## config.mk

```make
export PLATFORM = sky130hd
export DESIGN_NAME = program_loader
export DESIGN_NICKNAME = d
export VERILOG_FILES = /design/src/rtl/program_loader.sv
export SDC_FILE = /design/constraint.sdc
export NUM_CORES = 2
export LEC_CHECK = 0
export CAP_MARGIN = 30
export CELL_PAD_IN_SITES_DETAIL_PLACEMENT = 2
export CELL_PAD_IN_SITES_GLOBAL_PLACEMENT = 2
export CORE_MARGIN = 2
export CORE_UTILIZATION = 45
export CTS_BUF_LIST = sky130_fd_sc_hd__clkbuf_16
export CTS_CLUSTER_DIAMETER = 30
export DETAILED_ROUTE_END_ITERATION = 8
export PLACE_DENSITY_LB_ADDON = 0.1
export SYNTH_ARGS = -nofsm -noshare
export SYNTH_HDL_FRONTEND = slang
export SYNTH_SLANG_ARGS = --single-unit
```

## constraint.sdc

```tcl
create_clock -name clk -period 3.95 [get_ports clk]
set_input_delay 0.79 -clock clk [delete_from_list [all_inputs] [get_ports clk]]
set_output_delay 0.79 -clock clk [all_outputs]
set_load 0.05 [all_outputs]
```

## src/rtl/program_loader.sv

```systemverilog
// Byte-stream program loader: fills program memory over a valid/ready handshake,
// then releases the core and serves inst = mem[pc] combinationally.
module program_loader #(
    parameter int DEPTH  = 256,
    parameter int ADDR_W = 8
) (
    input  logic              clk,
    input  logic              rst,
    input  logic              load_start,
    input  logic [8:0]        load_len,
    input  logic [7:0]        in_data,
    input  logic              in_valid,
    output logic              in_ready,
    input  logic [ADDR_W-1:0] pc,
    output logic [7:0]        inst,
    output logic              cpu_run,
    output logic              load_done,
    output logic              len_err,
    output logic [7:0]        checksum
);

    typedef enum logic [1:0] {
        IDLE,
        LOAD,
        RUN
    } state_t;

    localparam logic [8:0] MAX_LEN = 9'(DEPTH);

    state_t            state;
    state_t            state_next;
    logic [ADDR_W-1:0] wr_addr;
    logic [8:0]        latched_len;
    logic [8:0]        prog_len;
    logic [7:0]        mem [DEPTH];

    logic len_ok;
    logic start_ok;
    logic start_bad;
    logic xfer;
    logic last;

    assign len_ok    = (load_len != 9'd0) && (load_len <= MAX_LEN);
    assign start_ok  = load_start && len_ok && (state != LOAD);
    assign start_bad = load_start && !len_ok && (state != LOAD);
    assign xfer      = (state == LOAD) && in_valid;
    assign last      = (9'(wr_addr) == (latched_len - 9'd1));

    always_ff @(posedge clk) begin
        if (!rst) begin
            state <= IDLE;
        end else begin
            state <= state_next;
        end
    end

    // NOTE: the default assignment first keeps every path driven, so no latch is inferred.
    always_comb begin
        state_next = state;
        case (state)
            IDLE:    if (start_ok) state_next = LOAD;
            LOAD:    if (xfer && last) state_next = RUN;
            RUN:     if (start_ok) state_next = LOAD;
            default: state_next = IDLE;
        endcase
    end

    // NOTE: sequential state uses non-blocking assignments so every register samples pre-edge values.
    always_ff @(posedge clk) begin
        if (!rst) begin
            wr_addr     <= '0;
            latched_len <= '0;
            prog_len    <= '0;
            checksum    <= '0;
            len_err     <= 1'b0;
            load_done   <= 1'b0;
        end else begin
            load_done <= xfer && last;
            if (start_bad) begin
                len_err <= 1'b1;
            end
            if (start_ok) begin
                latched_len <= load_len;
                wr_addr     <= '0;
                checksum    <= '0;
            end
            if (xfer) begin
                checksum <= checksum ^ in_data;
                if (last) begin
                    prog_len <= latched_len;
                end else begin
                    wr_addr <= wr_addr + ADDR_W'(1);
                end
            end
        end
    end

    // NOTE: program memory has no reset; only the write is suppressed while rst is asserted.
    always_ff @(posedge clk) begin
        if (rst && xfer) begin
            mem[wr_addr] <= in_data;
        end
    end

    assign in_ready = (state == LOAD);
    assign cpu_run  = (state == RUN);
    assign inst     = (cpu_run && (9'(pc) < prog_len)) ? mem[pc] : 8'h00;

endmodule

```

==> impl_metrics.yaml <==
# yosys + openroad results
status:
  outcome: "complete, but fails checks"
  violations: "setup timing"
setup_path:
  worstPathRequired_ps: 3160
  timing.rr.start: "wr_addr[7]"
  max_stage_delay_ps: 510
  critPathMaxFanout: 11
min_path:
  hold_path_depth: 1
  hold_class: "input port to flip-flop"
finish:
  clock_buffers: 479
  comb_share: 0.178
  final-clk-cell-share: 0.144
sta:
  slew_viol_final: 0
  setup_viol: 8
  tightest_slew_ps: 1240
  worst_slack_ps: -1070
synth:
  netlist_area_mm2: 0.0819
  ys_sh_aoi: 0.0345
  fp_nets: 4113
run:
  warning_count: 40
floorplan:
  dieArea_mm2: 0.186
==> path summary, 6_finish.rpt <==
check | endpoint | slack [ps]
setup / recovery | inst[0] | -1070
hold / removal | mem[8][1] | 320
setup reg to reg | wr_addr[3] | 60
hold reg to reg | len_err | 490
==> state kept, by name, summed over array words and instances (netlist names) <==
register	cells
state	2
load_done	1
len_err	1
prog_len	9
mem	2048
latched_len	9
wr_addr	8
checksum	8
==> through the flow <==
step | area (um2) | hold WS [ps] | std cells | power [uW] | setup slack, ps
floorplan | 82300 | 477 | 4072 | 26000 | -77.4
global placement | 91000 | 456 | 7006 | 27500 | -1510
detailed placement | 91000 | 454 | 7006 | 27600 | -1530
CTS | 108000 | 350 | 7906 | 67300 | -902
global route | 109000 | 309 | 7941 | 69900 | -1050
finish | 109000 | 317 | 7952 | 69300 | -1070
==> metal layers <==
metal	wire length, um	global-route usage	vias up	share of wire
met3	44300	0.0939	1642	0.11
li1	-	-	19330	-
met2	187000	0.643	5433	0.47
met5	134	0	-	0.00034
met4	30700	0.242	20	0.077
met1	135000	0.501	29236	0.34
==> repair_timing <==
action | in CTS | in global routing
buffers inserted | 39 | 31
endpoints found under the setup margin | 8 | 8
resized | 181 | 74
pin swaps | 37 | 22
cloned | 9 | 1
==> critical path, delay by kind of cell <==
family,cells,cell delay [ps]
compound gates,1,250
buf+inv,8,1630
mux,1,510
simple gates,5,990
==> cell usage after synthesis, drive strengths merged (27+ instances only) <==
master / instances
a221oi: 77
nor2: 318
edfxtp: 2048
buf: 117
a21oi: 54
o21ai: 58
nor3: 41
clkbuf: 130
nand3: 27
a221o: 31
mux4: 440
a22oi: 47
mux2i: 251
nand2: 106
dfxtp: 38
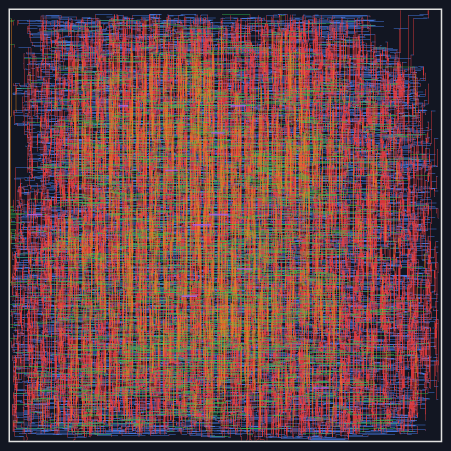
(images/wires.png)
Drawn at 1 px/um.
[metal 2] red | wire length: 187 mm
[metal 3] green | wire length: 44.3 mm
[metal 5] purple | wire length: 134 um
[metal 1] blue | wire length: 135 mm
[metal 4] orange | wire length: 30.7 mm

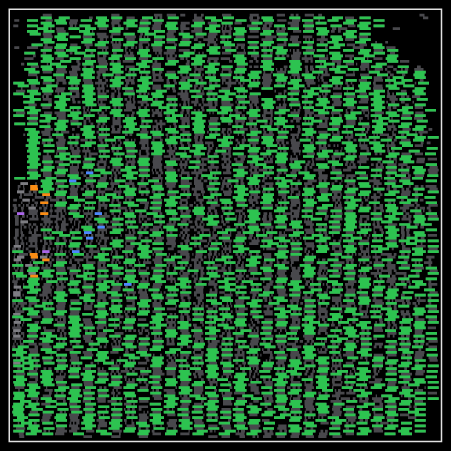
(images/flops_by_reg.png)
Drawn at 1 px/um.
[mem] green | placed flops: 2048 | where: widely spread
[state] purple | placed flops: 2
[prog_len] orange | placed flops: 9 | where: west
[wr_addr] blue | placed flops: 8 | where: west
not coloured: 19
final core occ: 0.602
register area: 0.0623 mm2
Flop+latch power: 24300 uW

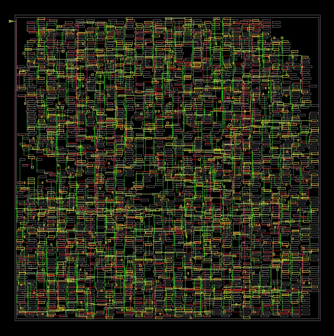
(images/clocks.png)
TritonCTS buffer count: 470
worst skew pair latency: 1060 ps

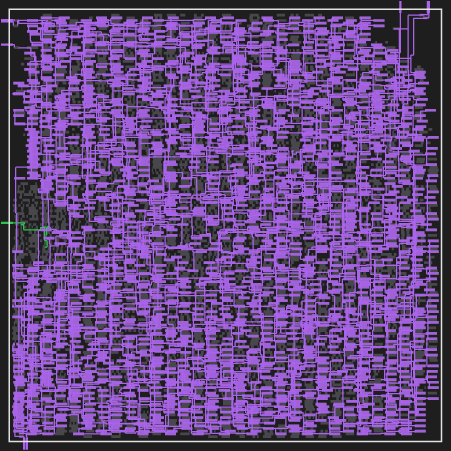
(images/io_fan.png)
Drawn at 1 px/um.
[in_data] purple | bits: 8 | direction: input | edge: 3 west, 3 north, 2 south | end cells: 2056 | buffers: 40 | wire: 45.4 mm
[cpu_run] green | bits: 1 | direction: output | edge: west | end cells: 1 | buffers: 2 | wire: 86.8 um

No activity file was given, so power comes from the tool's default toggle rates.
